$ cat src/rtl/alu_pkg.sv
// Shared definitions for the ALU sequencer and its helpers: default sizes,
// sequencer state encoding and the opcode values understood by the ALU.
package alu_pkg;

    localparam int unsigned WIDTH_DEF   = 4;
    localparam int unsigned OPW_DEF     = 3;
    localparam int unsigned TIMEOUT_DEF = 15;
    localparam int unsigned ITER_W      = 4;
    localparam int unsigned WDOG_W      = 8;

    typedef enum logic [1:0] {
        ST_IDLE   = 2'd0,
        ST_ISSUE  = 2'd1,
        ST_WAIT   = 2'd2,
        ST_FINISH = 2'd3
    } seq_state_e;

    localparam logic [OPW_DEF-1:0] OP_ADD   = 3'd0;
    localparam logic [OPW_DEF-1:0] OP_SUB   = 3'd1;
    localparam logic [OPW_DEF-1:0] OP_AND   = 3'd2;
    localparam logic [OPW_DEF-1:0] OP_OR    = 3'd3;
    localparam logic [OPW_DEF-1:0] OP_XOR   = 3'd4;
    localparam logic [OPW_DEF-1:0] OP_PASSA = 3'd5;
    localparam logic [OPW_DEF-1:0] OP_PASSB = 3'd6;
    localparam logic [OPW_DEF-1:0] OP_NOTA  = 3'd7;

endpackage

$ cat src/rtl/alu_watchdog.sv
// Handshake watchdog: counts enabled cycles since the last clear and flags
// expiry once the count reaches TIMEOUT-1.
module alu_watchdog
    import alu_pkg::*;
#(
    parameter int unsigned TIMEOUT = TIMEOUT_DEF
) (
    input  logic clk,
    input  logic rst_n,
    input  logic clr,
    input  logic en,
    output logic expired_c
);

    logic [WDOG_W-1:0] count_q;
    logic [WDOG_W-1:0] count_d;

    assign expired_c = (count_q == WDOG_W'(TIMEOUT - 1));

    // Holds at the expiry value so a late consumer still sees it.
    always_comb begin
        count_d = count_q;
        if (clr) begin
            count_d = '0;
        end else if (en && !expired_c) begin
            count_d = count_q + WDOG_W'(1);
        end
    end

    always_ff @(posedge clk or negedge rst_n) begin
        if (!rst_n) begin
            count_q <= '0;
        end else begin
            count_q <= count_d;
        end
    end

endmodule

$ cat src/rtl/alu_sequencer.sv
// Sequences one or a chain of ALU operations over a registered A/B operand
// pair, writing each result back and guarding the ALU handshake with a watchdog.
module alu_sequencer
    import alu_pkg::*;
#(
    parameter int unsigned WIDTH   = WIDTH_DEF,
    parameter int unsigned OPW     = OPW_DEF,
    parameter int unsigned TIMEOUT = TIMEOUT_DEF
) (
    input  logic                 clk,
    input  logic                 rst_n,
    input  logic                 start,
    input  logic [2*WIDTH-1:0]   data_AB,
    input  logic [OPW-1:0]       op_in,
    input  logic                 pos_save,
    input  logic [ITER_W-1:0]    iter,
    output logic [OPW-1:0]       alu_op,
    output logic [WIDTH-1:0]     alu_opA,
    output logic [WIDTH-1:0]     alu_opB,
    output logic                 alu_start,
    input  logic                 alu_done,
    input  logic [WIDTH-1:0]     alu_result,
    output logic [WIDTH-1:0]     data_outA,
    output logic [WIDTH-1:0]     data_outB,
    output logic                 busy,
    output logic                 done,
    output logic                 timeout_err
);

    seq_state_e          state_q, state_d;
    logic [WIDTH-1:0]    a_q, a_d;
    logic [WIDTH-1:0]    b_q, b_d;
    logic [OPW-1:0]      op_q, op_d;
    logic                pos_q, pos_d;
    logic [ITER_W-1:0]   rem_q, rem_d;
    logic                terr_q, terr_d;
    logic                alu_start_q, alu_start_d;
    logic                busy_q, busy_d;
    logic                done_q, done_d;
    logic                wd_clr_c;
    logic                wd_en_c;
    logic                wd_expired_c;

    alu_watchdog #(
        .TIMEOUT (TIMEOUT)
    ) u_watchdog (
        .clk       (clk),
        .rst_n     (rst_n),
        .clr       (wd_clr_c),
        .en        (wd_en_c),
        .expired_c (wd_expired_c)
    );

    // Next-state and datapath; pulse outputs are decoded from the next state
    // so they leave a flop aligned with the state they belong to.
    always_comb begin
        state_d  = state_q;
        a_d      = a_q;
        b_d      = b_q;
        op_d     = op_q;
        pos_d    = pos_q;
        rem_d    = rem_q;
        terr_d   = terr_q;
        wd_clr_c = 1'b0;
        wd_en_c  = 1'b0;

        case (state_q)
            ST_IDLE: begin
                if (start) begin
                    if (pos_save) begin
                        a_d = data_AB[2*WIDTH-1:WIDTH];
                        b_d = data_AB[WIDTH-1:0];
                    end else begin
                        a_d = data_AB[WIDTH-1:0];
                        b_d = data_AB[2*WIDTH-1:WIDTH];
                    end
                    op_d    = op_in;
                    pos_d   = pos_save;
                    rem_d   = (iter == ITER_W'(0)) ? ITER_W'(1) : iter;
                    terr_d  = 1'b0;
                    state_d = ST_ISSUE;
                end
            end
            ST_ISSUE: begin
                wd_clr_c = 1'b1;
                state_d  = ST_WAIT;
            end
            ST_WAIT: begin
                if (alu_done) begin
                    if (pos_q) begin
                        a_d = alu_result;
                    end else begin
                        b_d = alu_result;
                    end
                    rem_d   = rem_q - ITER_W'(1);
                    state_d = (rem_d != ITER_W'(0)) ? ST_ISSUE : ST_FINISH;
                end else if (wd_expired_c) begin
                    // Abandon the rest of the chain; operands stay as they were.
                    terr_d  = 1'b1;
                    rem_d   = '0;
                    state_d = ST_FINISH;
                end else begin
                    wd_en_c = 1'b1;
                end
            end
            ST_FINISH: begin
                state_d = ST_IDLE;
            end
            default: begin
                state_d = ST_IDLE;
            end
        endcase

        alu_start_d = (state_d == ST_ISSUE);
        busy_d      = (state_d != ST_IDLE);
        done_d      = (state_d == ST_FINISH);
    end

    always_ff @(posedge clk or negedge rst_n) begin
        if (!rst_n) begin
            state_q     <= ST_IDLE;
            a_q         <= '0;
            b_q         <= '0;
            op_q        <= '0;
            pos_q       <= 1'b0;
            rem_q       <= '0;
            terr_q      <= 1'b0;
            alu_start_q <= 1'b0;
            busy_q      <= 1'b0;
            done_q      <= 1'b0;
        end else begin
            state_q     <= state_d;
            a_q         <= a_d;
            b_q         <= b_d;
            op_q        <= op_d;
            pos_q       <= pos_d;
            rem_q       <= rem_d;
            terr_q      <= terr_d;
            alu_start_q <= alu_start_d;
            busy_q      <= busy_d;
            done_q      <= done_d;
        end
    end

    assign alu_op      = op_q;
    assign alu_opA     = a_q;
    assign alu_opB     = b_q;
    assign data_outA   = a_q;
    assign data_outB   = b_q;
    assign alu_start   = alu_start_q;
    assign busy        = busy_q;
    assign done        = done_q;
    assign timeout_err = terr_q;

endmodule
$ cat config.mk
export PLATFORM = sky130hd
export DESIGN_NAME = alu_sequencer
export DESIGN_NICKNAME = d
export VERILOG_FILES = /design/src/rtl/alu_pkg.sv /design/src/rtl/alu_watchdog.sv /design/src/rtl/alu_sequencer.sv
export SDC_FILE = /design/constraint.sdc
export NUM_CORES = 1
export LEC_CHECK = 0
export CAP_MARGIN = 15
export CORE_MARGIN = 2
export CORE_UTILIZATION = 45
export CTS_CLUSTER_DIAMETER = 60
export DETAILED_ROUTE_END_ITERATION = 7
export PLACE_DENSITY = 0.75
export SYNTH_ARGS = -nofsm -noshare
export SYNTH_HDL_FRONTEND = slang
export SYNTH_SLANG_ARGS = --single-unit
export TNS_END_PERCENT = 50
$ cat constraint.sdc
create_clock -name clk -period 2.8 [get_ports clk]
set_clock_uncertainty 0.1 [all_clocks]
set_input_delay 0.28 -clock clk [delete_from_list [all_inputs] [get_ports clk]]
set_output_delay 0.28 -clock clk [all_outputs]
set_load 0.02 [all_outputs]
### PDN straps and rails

Bar = 20 µm. Pins as bars on the die edge. Tap cells in grey.
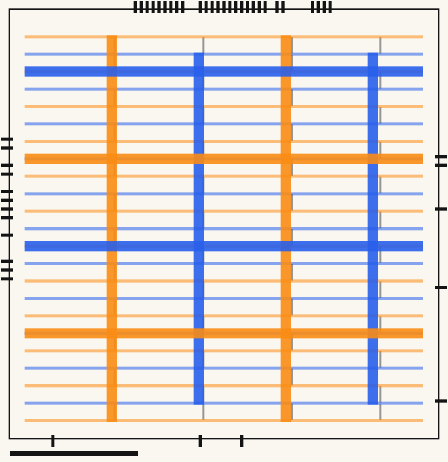
| net | colour |
|---|---|
| VSS | orange |
| VDD | blue |
met1 rails: 23
tap cells: 48
rows: 22
met5 straps: 4
signal pins: 47
Core Region: 3716 µm²
worst vdd ir: 0.5493 mV
die width: 66.73 µm
DIE HEIGHT: 66.73 µm

### Routed metal, one colour a layer

Only two layers are drawn.
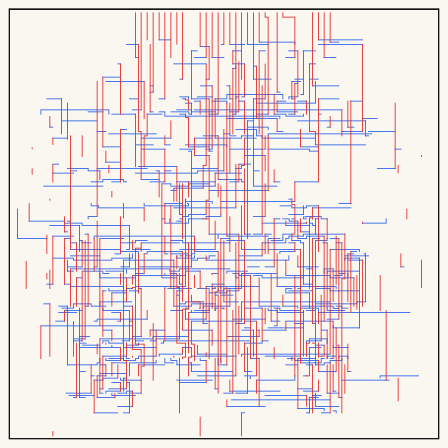
| layer | colour | wire length |
|---|---|---|
| metal 1 | blue | 1,640 µm |
| metal 2 | red | 2,060 µm |

==> reports/qor.yml <==
rrSetupSlack_ns: 0.21
edf_count: 0
yosysSeqAreaShare_pct: 42.40
post-place-ws_ns: 0.2209
slew_headroom_pct: 52.02
max_freq_mhz: 386.5
synth.distinct_cells: 48
hold_viol: 0
cp_top_family: "simple AND/OR/NAND/NOR gates"
power_leakage_nw: 0.9706
largest_area_cell: "dfrtp_1"
cts_repair_resize_count: 0
synth-async-reset-ratio_pct: 100.0
dr.max_layer_used: "met4"
area_growth_pct: 29.40
cts_tree: "done"
placed_area_um2: 2200
instances_no_fill: 265
clk_latency_ns: 0.28
drcViolationCount: 0
critPathLaunchType: "register"
switchingPower_mw: 0.9165
row_count: 22
drv_slew: 0
synth_warnings: 0
synth_area_per_cell_um2: 10.00
finalNetCount: 244
max_cap_viol_count: 0
crit_path_end_kind: "register"
yosys_cells: 177
grt_pass1_wl_mm: 6.713
synth_flops: 30
wl_mm: 3.997
path_max_fanout: 5
setup_violations: 0
crit_type: "reg2reg"
first_pass_iters: 5
worst-path-buf-inv: 2
grt_max_degree: 31
fin_setup_tns_ns: 0
p_sw_share_pct: 39.78
status: "finished clean"
pin_count: 47
grt_pass1_vias: 1532
powerDensity_nw_per_um2: 1006
dr_wl_met3_um: 246
wl_per_cell_um: 15.08
synth.top_cell.area_share_pct: 42.40
slowest_stage: "or4b_4"
p_comb_share_pct: 50.3
cp_data_arrival_time_ns: 2.66
post_cts_buffers: 0
synth_area_um2: 1770
dpl.hpwl_mm: 3.028
drtAntennaViolNets: 0
avgViaCountPerCell: 5.649
setup_slack_ns: 0.2128
flop_cell: "dfrtp_1"
max_stage_delay_ns: 0.47
num_antenna_cells: 0
clk_pin_slew_ns: 0.06
fin_crit_ns: 2.587
routabilityCongestion: 0.8271
syn_inst: 177
power_frac_clock_pct: 15.4
p_int_mw: 1.387
ys_area_um2: 1770
final_area_um2: 2291
cts-root-buf: "clkbuf_8"
vias: 1497
worstPathCellList: "inv_1 -> ha_1 -> or4b_4 -> or3_4 -> a311o_1 -> clkinv_2 -> mux2_2"
hold_buffers: 0
grt_overflow: 0
port_buffers: 46
m1WireLength_mm: 1.642
dp.cells: 257
antenna_found_initial: 0
syn_nets: 205
layout_top_cell: "clkdlybuf4s50_1"
synth.area.top_cells: "dfrtp_1 42%, mux2_2 8.3%, mux2i_1 5.7%"
wl_met2_mm: 2.058
numCtsBuffers: 5
seqPwrFrac_pct: 34.3
final_cell_mix: "46 x clkdlybuf4s50_1, 30 x dfrtp_1, 14 x a21oi_1"
finalClockPeriodUsage_pct: 92.40
groute.usage.overall_pct: 20.28
rsz0062_at_grt: "no"
log.warning_count: 28
min_path_type: "in2async"
htree_num_levels: 2
clock_sinks: 30
cp.required_ns: 2.87
total_power_mw: 2.304
fp_util_pct: 47.64
chipArea_um2: 4452
timing.hold.ws_ns: 0.2833
tightest_slew_ns: 0.7196
cts_buffer_depth: 2
initialDrtViolationCount: 115
layout-drive-gt1-share_pct: 14.29
### Routing congestion map

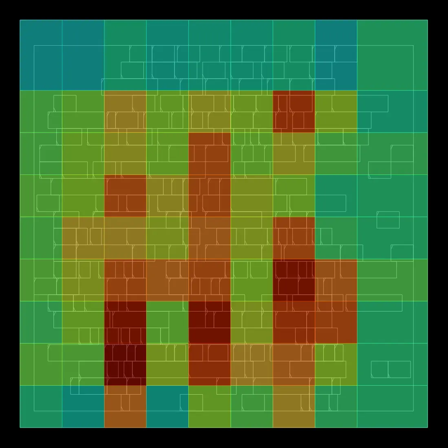
Global Route met3 Usage: 6.250%
final design utilization: 61.65%

### Close-up of the layout

Region (38, 4) to (63, 29) µm. Cells in grey, sequential cells in the stronger grey; small squares are vias.
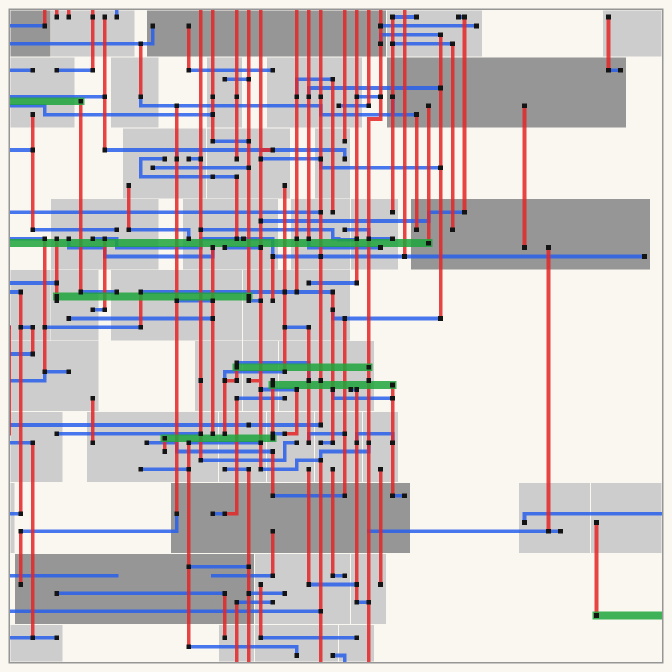
| layer | colour |
|---|---|
| metal 3 | green |
| metal 2 | red |
| metal 1 | blue |
sequential cells in the window: 5
cells with their middle in the window: 40
most frequent: nand2_1 (5), dfrtp_1 (5), nand3_1 (4)
netlist names of flops here include: u_watchdog.count_q (4), done (1)

==> power by group through the flow <==
| stage | clock [mW] | combinational (mW) | sequential, mW |
|---|---|---|---|
| detailed placement | 0 | 1.16 | 0.796 |
| finish | 0.354 | 1.16 | 0.790 |
| floorplan | 0 | 0.747 | 0.820 |
| global placement | 0 | 1.13 | 0.785 |
| global route | 0.387 | 1.26 | 0.826 |
| CTS | 0.363 | 1.17 | 0.790 |
==> cells in the mapped netlist, types with 3 or more instances <==
cell and count:
dfrtp_1 30, nor2b_1 3, nand2_1 11, clkbuf_1 4, a32o_1 3, nor3_1 4, nand2b_1 3, buf_4 8
mux2i_1 10, mux2_2 13, a31oi_1 4, o21ai_0 7, nand3_1 6, ha_1 4, nor2_1 12, a21oi_1 14
inv_1 7
==> layout make-up <==
type,count,area [µm²]
flip-flops and latches,30,750.7
clock inverters,1,5.005
well taps,48,60.06
fillers,313,1425
repair buffers,49,483.0
inverters,8,31.28
multi-input cells,122,874.6
clock buffers,7,86.33
==> flip-flops by register name, indices dropped and copies added, names as in the netlist <==
signal and count:
timeout_err 1, alu_op 3, pos_q 1, alu_opA 4
done 1, state_q 2, rem_q 4, u_watchdog.count_q 8
alu_start 1, alu_opB 4, busy 1
==> metal layers <==
metal	track usage (%)	vias up
li1	-	712
met1	22.67	736
met2	34.50	44
met3	6.250	5
met4	10.46	0
met5	0	-
==> path summary, 6_finish.rpt <==
kind	end	cells past startpoint	from
worst min-delay path	u_watchdog.count_q[4]$_DFFE_PN0P_	2	rst_n
min in group clk	alu_op[2]$_DFFE_PN0P_	1	alu_op[2]$_DFFE_PN0P_
worst min register to register	alu_op[2]$_DFFE_PN0P_	1	alu_op[2]$_DFFE_PN0P_
worst max register to register	rem_q[0]$_DFFE_PN0P_	7	u_watchdog.count_q[0]$_DFFE_PN0P_
max in group asynchronous	alu_opB[0]$_DFFE_PN0P_	2	rst_n
worst max-delay path	rem_q[0]$_DFFE_PN0P_	7	u_watchdog.count_q[0]$_DFFE_PN0P_
==> cell families (layout without fill, tap and decap cells) <==
logic type,count (synthesis),after routing,share of synthesized area [%]
and+or+nand+nor,51,51,15.90
AOI/OAI and AO/OA,42,42,15.76
DFF,30,30,42.40
buffers and inverters,25,65,8.197
muxes,23,23,13.92
adders and majority gates,4,4,2.827
xor gates and xnor gates,2,2,0.9896
No activity file was given, so power comes from the tool's default toggle rates.
